## config.mk

```make
export PLATFORM = sky130hd
export DESIGN_NAME = cla_arbiter_flat
export DESIGN_NICKNAME = d
export VERILOG_FILES = /design/src/rtl/cla_arbiter_if.sv /design/src/rtl/cla_arbiter.sv /design/src/flat_wrapper.sv
export SDC_FILE = /design/constraint.sdc
export NUM_CORES = 1
export LEC_CHECK = 0
export ABC_CLOCK_PERIOD_IN_PS = 3400
export CORE_MARGIN = 2
export CORE_UTILIZATION = 36
export DETAILED_ROUTE_END_ITERATION = 10
export PLACE_DENSITY = 0.79
export SETUP_SLACK_MARGIN = 0.3
export SLEW_MARGIN = 40
export SYNTH_ARGS = -nofsm -noshare
export SYNTH_HDL_FRONTEND = slang
export SYNTH_SLANG_ARGS = --single-unit
```

## constraint.sdc

```tcl
create_clock -name clk -period 3.4 [get_ports clk]
set_clock_uncertainty 0.05 [all_clocks]
set_input_delay 0.68 -clock clk [delete_from_list [all_inputs] [get_ports clk]]
set_output_delay 0.68 -clock clk [all_outputs]
set_load 0.05 [all_outputs]
```

## src/rtl/cla_arbiter_if.sv

```systemverilog
// Bus bundle between the clients, the arbiter and the shared adder core.
// The slave modport is the arbiter's view; master is the clients/adder side.
interface cla_arbiter_if #(
    parameter int unsigned W = 16
);
    logic         req0_valid;
    logic         req0_ready;
    logic [W-1:0] req0_a;
    logic [W-1:0] req0_b;
    logic         req1_valid;
    logic         req1_ready;
    logic [W-1:0] req1_a;
    logic [W-1:0] req1_b;
    logic         add_valid;
    logic [W-1:0] add_a;
    logic [W-1:0] add_b;
    logic [W:0]   add_sum;
    logic         rsp0_valid;
    logic [W:0]   rsp0_data;
    logic         rsp1_valid;
    logic [W:0]   rsp1_data;

    modport slave (
        input  req0_valid, req0_a, req0_b,
        input  req1_valid, req1_a, req1_b,
        input  add_sum,
        output req0_ready, req1_ready,
        output add_valid, add_a, add_b,
        output rsp0_valid, rsp0_data, rsp1_valid, rsp1_data
    );

    modport master (
        output req0_valid, req0_a, req0_b,
        output req1_valid, req1_a, req1_b,
        output add_sum,
        input  req0_ready, req1_ready,
        input  add_valid, add_a, add_b,
        input  rsp0_valid, rsp0_data, rsp1_valid, rsp1_data
    );
endinterface

```

## src/rtl/cla_arbiter.sv

```systemverilog
// Round-robin arbiter sharing one pipelined adder between two requesters.
// A tag pipe matched to the adder latency routes each sum back to its issuer.
module cla_arbiter #(
    parameter int unsigned W       = 16,
    parameter int unsigned LAT     = 3,
    parameter int unsigned MAX_OUT = 4
) (
    input logic clk,
    input logic rst,
    cla_arbiter_if.slave bus
);
    localparam int unsigned CW = $clog2(MAX_OUT + 1);

    logic          last_q;
    logic [CW-1:0] out0_q, out0_d;
    logic [CW-1:0] out1_q, out1_d;
    logic [LAT:0]  tag_vld_q;
    logic [LAT:0]  tag_id_q;
    logic          add_valid_q;
    logic [W-1:0]  add_a_q, add_b_q;
    logic          rsp0_valid_q, rsp1_valid_q;
    logic [W:0]    rsp0_data_q, rsp1_data_q;

    logic elig0, elig1, gnt0, gnt1, acc;

    // Grant: single eligible wins; on a tie the requester not named by last_q wins.
    always_comb begin
        elig0 = bus.req0_valid && (out0_q < CW'(MAX_OUT));
        elig1 = bus.req1_valid && (out1_q < CW'(MAX_OUT));
        gnt0  = elig0 && (!elig1 || last_q);
        gnt1  = elig1 && (!elig0 || !last_q);
        acc   = gnt0 || gnt1;
    end

    assign bus.req0_ready = gnt0;
    assign bus.req1_ready = gnt1;

    // Outstanding counters: accept and response in the same cycle cancel out.
    always_comb begin
        out0_d = out0_q;
        out1_d = out1_q;
        if (gnt0 && !rsp0_valid_q && out0_q < CW'(MAX_OUT)) begin
            out0_d = out0_q + CW'(1);
        end else if (!gnt0 && rsp0_valid_q && out0_q != '0) begin
            out0_d = out0_q - CW'(1);
        end
        if (gnt1 && !rsp1_valid_q && out1_q < CW'(MAX_OUT)) begin
            out1_d = out1_q + CW'(1);
        end else if (!gnt1 && rsp1_valid_q && out1_q != '0) begin
            out1_d = out1_q - CW'(1);
        end
    end

    // Arbitration state: round-robin pointer and outstanding counts.
    always_ff @(posedge clk or posedge rst) begin
        if (rst) begin
            last_q <= 1'b1;
            out0_q <= '0;
            out1_q <= '0;
        end else begin
            if (acc) begin
                last_q <= gnt1;
            end
            out0_q <= out0_d;
            out1_q <= out1_d;
        end
    end

    // Issue stage: register the granted operands; they hold while idle.
    always_ff @(posedge clk or posedge rst) begin
        if (rst) begin
            add_valid_q <= 1'b0;
            add_a_q     <= '0;
            add_b_q     <= '0;
        end else begin
            add_valid_q <= acc;
            if (gnt0) begin
                add_a_q <= bus.req0_a;
                add_b_q <= bus.req0_b;
            end else if (gnt1) begin
                add_a_q <= bus.req1_a;
                add_b_q <= bus.req1_b;
            end
        end
    end

    // Tag pipe: stage 0 lines up with add_valid, stage LAT with add_sum.
    always_ff @(posedge clk or posedge rst) begin
        if (rst) begin
            tag_vld_q <= '0;
            tag_id_q  <= '0;
        end else begin
            tag_vld_q <= {tag_vld_q[LAT-1:0], acc};
            tag_id_q  <= {tag_id_q[LAT-1:0], gnt1};
        end
    end

    // Response stage: capture the sum for the tail's owner; data holds otherwise.
    always_ff @(posedge clk or posedge rst) begin
        if (rst) begin
            rsp0_valid_q <= 1'b0;
            rsp1_valid_q <= 1'b0;
            rsp0_data_q  <= '0;
            rsp1_data_q  <= '0;
        end else begin
            rsp0_valid_q <= tag_vld_q[LAT] && !tag_id_q[LAT];
            rsp1_valid_q <= tag_vld_q[LAT] && tag_id_q[LAT];
            if (tag_vld_q[LAT] && !tag_id_q[LAT]) begin
                rsp0_data_q <= bus.add_sum;
            end
            if (tag_vld_q[LAT] && tag_id_q[LAT]) begin
                rsp1_data_q <= bus.add_sum;
            end
        end
    end

    assign bus.add_valid  = add_valid_q;
    assign bus.add_a      = add_a_q;
    assign bus.add_b      = add_b_q;
    assign bus.rsp0_valid = rsp0_valid_q;
    assign bus.rsp0_data  = rsp0_data_q;
    assign bus.rsp1_valid = rsp1_valid_q;
    assign bus.rsp1_data  = rsp1_data_q;
endmodule

```

## src/flat_wrapper.sv

```systemverilog
// flat-port wrapper written by rule: the top's interface ports become plain ports
module cla_arbiter_flat 
#(
    parameter int unsigned W       = 16,
    parameter int unsigned LAT     = 3,
    parameter int unsigned MAX_OUT = 4
)
  (clk, rst, bus_req0_valid, bus_req0_a, bus_req0_b, bus_req1_valid, bus_req1_a, bus_req1_b, bus_add_sum, bus_req0_ready, bus_req1_ready, bus_add_valid, bus_add_a, bus_add_b, bus_rsp0_valid, bus_rsp0_data, bus_rsp1_valid, bus_rsp1_data);
  cla_arbiter_if #(.W(W)) bus_i ();
  input logic clk;
  input logic rst;
  input wire logic [$bits(bus_i.req0_valid)-1:0] bus_req0_valid;
  input wire logic [$bits(bus_i.req0_a)-1:0] bus_req0_a;
  input wire logic [$bits(bus_i.req0_b)-1:0] bus_req0_b;
  input wire logic [$bits(bus_i.req1_valid)-1:0] bus_req1_valid;
  input wire logic [$bits(bus_i.req1_a)-1:0] bus_req1_a;
  input wire logic [$bits(bus_i.req1_b)-1:0] bus_req1_b;
  input wire logic [$bits(bus_i.add_sum)-1:0] bus_add_sum;
  output wire logic [$bits(bus_i.req0_ready)-1:0] bus_req0_ready;
  output wire logic [$bits(bus_i.req1_ready)-1:0] bus_req1_ready;
  output wire logic [$bits(bus_i.add_valid)-1:0] bus_add_valid;
  output wire logic [$bits(bus_i.add_a)-1:0] bus_add_a;
  output wire logic [$bits(bus_i.add_b)-1:0] bus_add_b;
  output wire logic [$bits(bus_i.rsp0_valid)-1:0] bus_rsp0_valid;
  output wire logic [$bits(bus_i.rsp0_data)-1:0] bus_rsp0_data;
  output wire logic [$bits(bus_i.rsp1_valid)-1:0] bus_rsp1_valid;
  output wire logic [$bits(bus_i.rsp1_data)-1:0] bus_rsp1_data;
  assign bus_i.req0_valid = bus_req0_valid;
  assign bus_i.req0_a = bus_req0_a;
  assign bus_i.req0_b = bus_req0_b;
  assign bus_i.req1_valid = bus_req1_valid;
  assign bus_i.req1_a = bus_req1_a;
  assign bus_i.req1_b = bus_req1_b;
  assign bus_i.add_sum = bus_add_sum;
  assign bus_req0_ready = bus_i.req0_ready;
  assign bus_req1_ready = bus_i.req1_ready;
  assign bus_add_valid = bus_i.add_valid;
  assign bus_add_a = bus_i.add_a;
  assign bus_add_b = bus_i.add_b;
  assign bus_rsp0_valid = bus_i.rsp0_valid;
  assign bus_rsp0_data = bus_i.rsp0_data;
  assign bus_rsp1_valid = bus_i.rsp1_valid;
  assign bus_rsp1_data = bus_i.rsp1_data;
  cla_arbiter #(.W(W), .LAT(LAT), .MAX_OUT(MAX_OUT)) u_core (.clk(clk), .rst(rst), .bus(bus_i));
endmodule
```

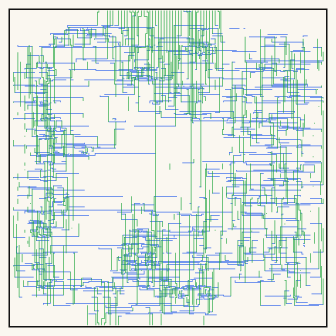
run_1/layers.png
Two of the layers only.
[M2] green | wire length: 4450 µm
[M1] blue | wire length: 3920 µm

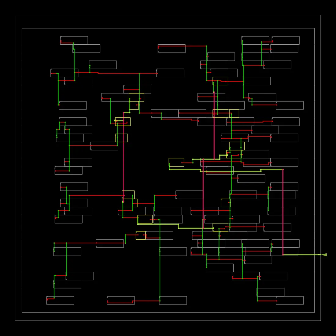
run_1/clock_nets.png
clock sink total: 83
Latency at later pin: 0.35 ns
flip-flops: 83

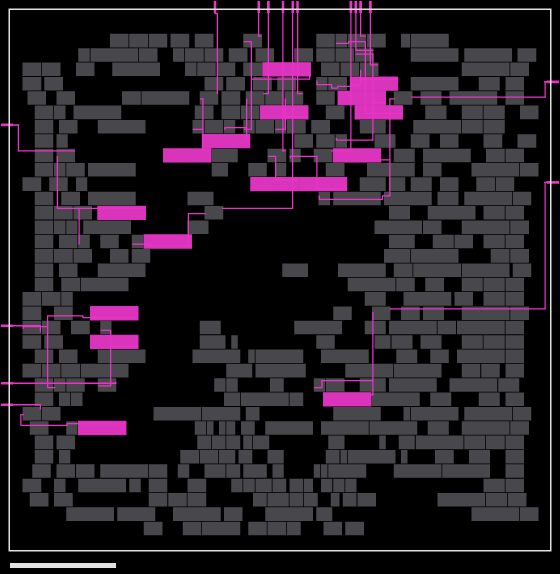
run_1/port_trees.png
Bar = 20 µm.
[`bus_add_b`] magenta | bits: 16 | direction: output | end cells: 16 | buffers: 16 | wire: 690 µm

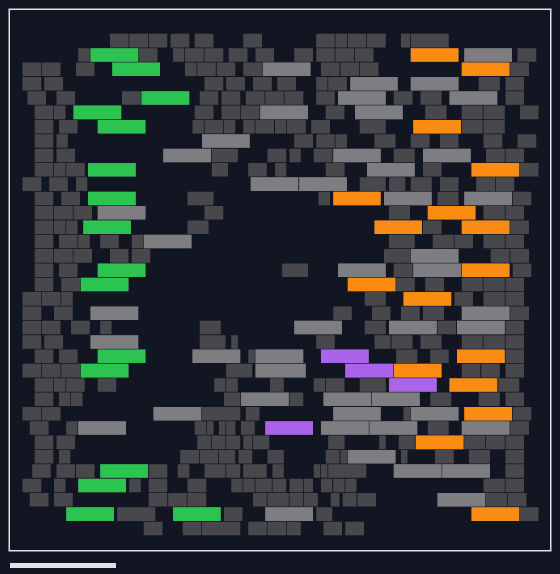
run_1/ff_map.png
Bar = 20 µm. Other sequential cells in the stronger gray, the rest of the logic in the fainter gray.
[`u_core.bus.rsp1_data`] orange | sequential cells: 17
[`u_core.bus.add_a`] green | sequential cells: 16
[`u_core.tag_id_q`] purple | sequential cells: 4

run 1: logic make-up after synthesis:
| kind of cell | Yosys count | synth area share |
|---|---|---|
| buffers and inverters | 22 | 0.03771 |
| muxes | 38 | 0.1214 |
| DFF | 83 | 0.5966 |
| adders and majority gates | 2 | 0.01149 |
| AOI/OAI and AO/OA | 51 | 0.1307 |
| and+or+nand+nor | 55 | 0.1020 |
run 1: cell usage in the layout (no fill, tap or decap), drive strengths merged, types with 4 or more instances in the layout:
| cell | count |
|---|---|
| and3 | 32 |
| a221o | 32 |
| mux2 | 34 |
| dfrtp | 82 |
| buf | 7 |
| clkdlybuf4s50 | 153 |
| clkinv | 4 |
| inv | 7 |
| clkbuf | 10 |
| mux2i | 4 |
| nand2b | 5 |
| nand2 | 6 |
run 1: per-stage QoR:
step	setup WS, ns	instance area, µm²	hold WS [ns]	power, µW	utilization
final	0.6216	5355	0.2992	5841	0.5741
after global routing	0.5451	5355	0.3126	6150	0.5741
after CTS	0.6072	5353	0.3020	5898	0.5738
after detailed placement	0.5954	5157	0.2856	5187	0.5529
after global placement	0.6303	5155	0.2817	5116	0.5526
after floorplan	0.5349	3483	0.2812	4007	-
run 1: where the power goes:
group          switching [µW]  leakage [µW]  internal (µW)
sequential                297       0.00100           1460
clock                     384      0.000101            302
combinational            2090       0.00120           1310
total                    2770       0.00230           3070
run 1: state kept, by name (all words and copies together) (netlist names):
name                   flops
u_core.bus.add_a          16
u_core.bus.add_b          16
u_core.bus.rsp0_data      17
u_core.bus.rsp0_valid      1
u_core.bus.rsp1_data      17
u_core.bus.rsp1_valid      1
u_core.last_q              1
u_core.out0_q              3
u_core.out1_q              3
u_core.tag_id_q            4
u_core.tag_vld_q           4
run 1: layer usage:
layer  global-route usage  wire, µm  up-vias
li1                     -         -     1267
met4              0.06564       122        0
met2               0.2945      4453      137
met1               0.2227      3917     1362
met3              0.03557       602       11
met5                    0         0        -
run 1: how the worst min path moves through the flow:
stage | end | slack [ns] | depth (start not counted)
floorplan | u_core.tag_id_q[1] | 0.28 | 0
global placement | u_core.tag_vld_q[3] | 0.28 | 0
detailed placement | u_core.tag_vld_q[3] | 0.29 | 0
CTS | u_core.tag_id_q[2] | 0.30 | 0
global route | u_core.tag_id_q[2] | 0.31 | 0
finish | u_core.tag_id_q[2] | 0.30 | 0
run 1: cell type report:
class                           count  share of cell area
Clock inverter                      6             0.01075
Timing Repair Buffer              160              0.3028
Antenna cell                        1           0.0004673
Sequential cell                    83              0.3881
Inverter                            5            0.003738
Clock buffer                       10             0.02570
Tap cell                          129             0.03014
Multi-Input combinational cell    146              0.2383
run 1: critical path, cell delays in order:
cell and delay, ns:
clkdlybuf4s50_1 0.50, nor3b_2 0.33, nor2_4 0.07, buf_4 0.25, buf_12 0.20
==> out/metrics.csv, run 1 <==
metric;value;unit
Layout Nets;492;
grt total ovfl;0;
status;finished, final reports clean;
drt via density;5.143;
CTS clk-pin slew, worst paths;0.09;ns
Initial Util;0.3734;
Synth Flop Type;dfrtp_1;
Log Warnings;26;
max-cap violations;0;
CP required;2.67;ns
EDFF count, synth;0;
PwrDens;1091;nW/µm²
Clock Tree Buf Depth;2;
Seq share, synth;0.5966;
vias after detailed routing;2777;
Post-synth ARST share;1.000;
Post-Syn Area;3483;µm²
Cell Rows;35;
# Cells Yosys;251;
Buffers on Ports;155;
Final Hold Violation Tally;0;
HPWL Detailed;6.369;mm
RSZ-0062 raised after global routing;no;
Post-CTS Setup Bufs;0;
CP startpoint kind;primary input;
hold_buf cts;0;
Final ANT Viol Nets;0;
Worst Setup SP;bus_req1_valid;
filler cell count;794;
min Tclk post-route;2.778;ns
WS Path Type;primary input to output port;
Crit. End Element;output port;
Die Span X;102.4;µm
Worst slew margin;0.4842;
## Run 2: what changed since run 1
ABC_CLOCK_PERIOD_IN_PS = 2350   (was 3400)
PLACE_DENSITY = 0.81   (was 0.79)
clock period = 2.35 ns   (was 3.4 ns; I/O delays follow)
==> run 2 against run 1 <==
Net effect:
- clock-buffer cell count did not move
- final area grew 4.6%
- via count increased by 2.2%
- global-route usage grew 1.2 points
- clock power grew 36%
- total power up 43%
- sequential power is 44% higher
- area after synthesis stayed put
- die area unchanged
- combinational power is 45% higher
- first-iteration DRC count decreased by 28%
- worst setup slack lost 0.29 ns
- highest routed layer unchanged
==> out/metrics.csv, run 2 <==
metric;value;unit;change
Crit. End Element;register;;was output port
max-cap violations;0;;unchanged
antenna cells;0;;was 1
Synth Flop Type;dfrtp_1;;unchanged
Critical Path, Cell by Cell;buf_4 > nor3b_4 > nor2_4 > nand2_1 > fa_2 > nand2b_4 > o21bai_1 > o311ai_1;;was clkdlybuf4s50_1 > nor3b_2 > nor2_4 > buf_4 > buf_12
Placed Instance Area;5285;µm²;was 5157 µm²
Latency at later pin;0.35;ns;about the same
CTS clk-pin slew, worst paths;0.09;ns;about the same
clock share of power;0.111;;was 0.117
PwrDens;1495;nW/µm²;was 1091 nW/µm²
WHS;0.3029;ns;was 0.2992 ns
CP max stage cell;dfstp_2;;was clkdlybuf4s50_1
Post-synth ARST share;1.000;;unchanged
PnR worst setup slack;0.3283;ns;was 0.6216 ns
RSZ-0062 raised after global routing;yes;;was no
max incr delay on CP;0.56;ns;was 0.50 ns
# Cells Yosys;251;;unchanged
Int Pwr;4336;µW;was 3069 µW
grt total ovfl;0;;unchanged
Clock Tree Buf Depth;2;;unchanged
Final ANT Viol Nets;0;;unchanged
Top Layout Cells;83 x clkdlybuf4s50_1, 80 x dfrtp_1, 35 x dlymetal6s2s_1;;was 153 x clkdlybuf4s50_1, 82 x dfrtp_1, 34 x mux2_2
Log Warnings;28;;was 26
Buffers on Ports;155;;unchanged
power share of the sequential group;0.301;;was 0.300
WS Path Type;register to register;;was primary input to output port
Die Span X;102.4;µm;unchanged
CP required;2.54;ns;was 2.67 ns
min Tclk post-route;2.022;ns;
Cell Rows;35;;unchanged
status;finished, final reports clean;;unchanged
EDFF count, synth;0;;unchanged
sw frac;0.4822;;was 0.4745
Commonest Layout Cell;clkdlybuf4s50_1;;unchanged
clock sink total;83;;unchanged
worst slack at placement;-0.08246;ns;was 0.5954 ns
NetSw;4039;µW;was 2772 µW
Layout Nets;507;;was 492
==> run 2: layout make-up <==
cell class,count,area (µm²)
Tap cell,129,161.4
Clock buffer,10,127.6
Clock inverter,6,48.80
Multi-Input combinational cell,146,1316
Sequential cell,83,2081
Fill cell,770,3725
Inverter,5,22.52
Timing Repair Buffer,175,1846
==> run 2: repair_timing <==
action / in CTS / in global routing
buffers inserted: 4 / 1
pin swaps: 1 / 0
hold buffers: 0 / 0
hold endpoints to repair: 0 / 0
endpoints found under the setup margin: 36 / 40
gates cloned: 1 / 0
gates resized: 40 / 39
==> run 2: logic make-up after synthesis <==
group	after synthesis	synth area share
adder cells (fa/ha/maj)	2	0.01149
buffers and inverters	22	0.03771
AND-OR/OR-AND	51	0.1307
multiplexers	38	0.1214
flip-flops	83	0.5966
AND/OR/NAND/NOR	55	0.1020
==> run 2: path summary, 6_finish.rpt <==
path	startpoint	endpoint	slack (ns)	cells after the start
setup reg to reg	u_core.last_q	u_core.out0_q[2]	0.33	8
max in group asynchronous	rst	u_core.bus.add_a[13]	1.37	3
hold reg to reg	u_core.tag_id_q[1]	u_core.tag_id_q[2]	0.30	0
setup / recovery	u_core.last_q	u_core.out0_q[2]	0.33	8
hold / removal	u_core.tag_id_q[1]	u_core.tag_id_q[2]	0.30	0
min in group asynchronous	rst	u_core.out1_q[0]	0.35	2
==> run 2: worst max-delay path: cells and delay by family (launching register included) <==
kind                     cells  cell delay, ns
AND-OR/OR-AND                2            0.42
adder cells (fa/ha/maj)      1            0.35
buffers and inverters        1            0.12
flip-flops                   1            0.56
AND/OR/NAND/NOR              4            0.41
==> run 2: per-layer routing <==
metal / up-vias / share of wire / track usage
met4: 0 / 0.016 / 0.06872
met3: 14 / 0.068 / 0.04651
met1: 1386 / 0.40 / 0.2136
li1: 1303 / - / -
met5: - / 0 / 0
met2: 134 / 0.51 / 0.3365
==> run 2: power by group through the flow <==
stage,Sequential (µW),Clock [µW],Combinational (µW)
2_1_floorplan,4540,0,1320
3_3_place_gp,2530,0,4950
3_5_place_dp,2560,0,5050
4_1_cts,2540,958,4960
5_1_grt,2600,1020,5160
6_report,2520,930,4930
==> run 2: metrics by stage <==
step | util | power [µW] | std cells
after floorplan | - | 5864 | 251
after global placement | 0.5666 | 7479 | 532
after detailed placement | 0.5666 | 7609 | 532
after CTS | 0.5893 | 8457 | 553
after global routing | 0.6007 | 8789 | 554
final | 0.6007 | 8375 | 554
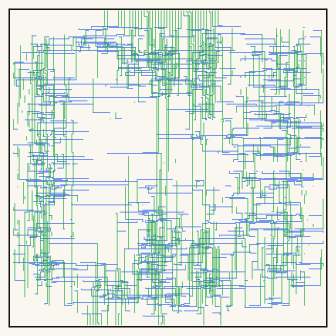
run_2/layers.png
Two of the layers only.
[M1] blue | wire length: 3910 µm
[M2] green | wire length: 4970 µm

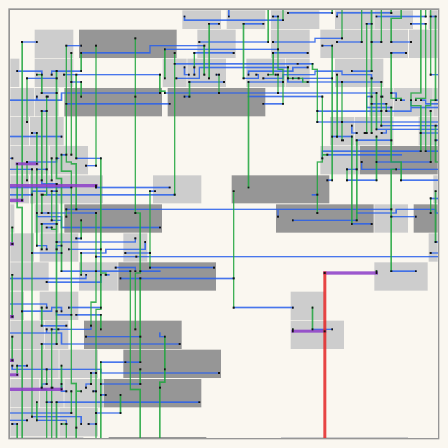
run_2/closeup.png
Region (6, 57) to (46, 97) µm. Cells in gray, sequential cells in the stronger gray; small squares are vias.
[M4] red
[M3] purple
[M2] green
[M1] blue
sequential cells in the window: 11
cells with their middle in the window: 60
most frequent: clkdlybuf4s50_1 (15), a221o_1 (11), dfrtp_1 (11)
netlist names of flops here include: `u_core.bus.add_a` (8), `u_core.bus.add_b` (3)

## Run 3: what changed since run 2
CAP_MARGIN = 20   (was default)
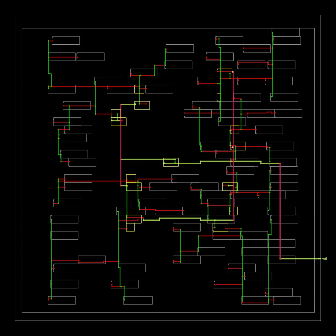
run_3/clock_nets.png
CTS buffer count: 9
# clk buffers: 10

==> run 3 against run 2 <==
Net effect:
- die area is the same
- register-to-register slack is essentially flat
- non-clock buffer count is the same
- area after synthesis is the same
- synthesized cell count is the same
- combinational power is essentially flat
- largest cell class unchanged
==> out/metrics.csv, run 3 <==
metric;value;unit;change
Post-Syn Area;3483;µm²;unchanged
Die Span X;102.4;µm;unchanged
vias after detailed routing;2837;;unchanged
min Tclk post-route;2.022;ns;unchanged
Finished Cell Area;5603;µm²;unchanged
Commonest Layout Cell;clkdlybuf4s50_1;;unchanged
NetSw;4039;µW;unchanged
power share of the sequential group;0.301;;about the same
crit path to;u_core.out0_q[2];;unchanged
reg2reg path depth;8;;unchanged
Worst slew margin;0.6452;;unchanged
Worst Setup SP;u_core.last_q;;unchanged
RSZ-0062 raised after global routing;yes;;unchanged
Cell Rows;35;;unchanged
Seq share, synth;0.5966;;unchanged
Most Used Layer, Global Route;met2;;unchanged
WS Path Type;register to register;;unchanged
reg2reg setup slack;0.33;ns;about the same
sw frac;0.4822;;unchanged
status;finished, final reports clean;;unchanged
clock sink total;83;;unchanged
antenna cells;0;;unchanged
R2R Path Start;u_core.last_q;;unchanged
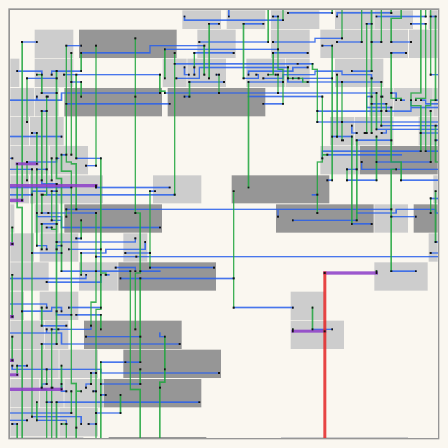
run_3/closeup.png
Region (6, 57) to (46, 97) µm. Cells in gray, sequential cells in the stronger gray; small squares are vias.
[M2] green
[M4] red
[M3] purple
[M1] blue
sequential cells in the window: 11
netlist names of flops here include: `u_core.bus.add_a` (8), `u_core.bus.add_b` (3)
most frequent: clkdlybuf4s50_1 (15), a221o_1 (11), dfrtp_1 (11)
cells with their middle in the window: 60

run 3: area by class of cell:
cell class              instances  area [µm²]  area share
inverters                       5       22.52    0.004020
clock inverters                 6       48.80    0.008709
multi-input cells             146        1316      0.2349
well taps                     129       161.4     0.02881
clock buffers                  10       127.6     0.02278
flip-flops and latches         83        2081      0.3714
repair buffers                175        1846      0.3294
run 3: how the worst min path moves through the flow:
| stage | depth (start not counted) | slack [ns] | end | startpoint |
|---|---|---|---|---|
| 2_1_floorplan | 0 | 0.28 | u_core.tag_id_q[1] | u_core.tag_id_q[0] |
| 3_3_place_gp | 0 | 0.28 | u_core.tag_id_q[2] | u_core.tag_id_q[1] |
| 3_5_place_dp | 0 | 0.28 | u_core.tag_id_q[2] | u_core.tag_id_q[1] |
| 4_1_cts | 0 | 0.30 | u_core.tag_id_q[2] | u_core.tag_id_q[1] |
| 5_1_grt | 0 | 0.31 | u_core.tag_id_q[3] | u_core.tag_id_q[2] |
| 6_report | 0 | 0.30 | u_core.tag_id_q[2] | u_core.tag_id_q[1] |
run 3: power groups by stage:
stage	Clock [µW]	Sequential (µW)	Combinational (µW)
after global routing	1020	2600	5160
final	930	2520	4930
after floorplan	0	4540	1320
after CTS	958	2540	4960
after detailed placement	0	2560	5050
after global placement	0	2530	4950
run 3: routing by layer:
layer,wire (µm),vias up
li1,-,1303
met1,3906,1386
met2,4965,134
met3,662,14
met4,152,0
met5,0,-
run 3: critical path: stages (launching register included):
cell	delay [ns]
dfstp_2	0.56
buf_4	0.12
nor3b_4	0.04
nor2_4	0.13
nand2_1	0.09
fa_2	0.35
nand2b_4	0.15
o21bai_1	0.15
o311ai_1	0.27
run 3: what timing repair did:
item,4_1_cts,5_1_grt
resized,40,39
cloned,1,0
pin swaps,1,0
buffers inserted,4,1
setup endpoints to repair,36,40
run 3: stage by stage:
step           total power [µW]  hold slack (ns)  worst slack (ns)  setup TNS (ns)  std cells
3_5_place_dp               7609           0.2847          -0.08246         -0.1631        532
4_1_cts                    8457           0.3042            0.3002               0        553
3_3_place_gp               7479           0.2814           0.01978               0        532
2_1_floorplan              5864           0.2812            0.1878               0        251
5_1_grt                    8789           0.3091            0.2250               0        554
6_report                   8375           0.3029            0.3283               0        554
run 3: logic make-up (layout without fill, tap and decap cells):
group | after synthesis | after routing | synth area share
DFF | 83 | 83 | 0.5966
and+or+nand+nor | 55 | 55 | 0.1020
AOI/OAI and AO/OA | 51 | 51 | 0.1307
muxes | 38 | 38 | 0.1214
buffers and inverters | 22 | 196 | 0.03771
adders and majority gates | 2 | 2 | 0.01149
Power figures rest on the tool's default switching activity, not on a simulated workload.
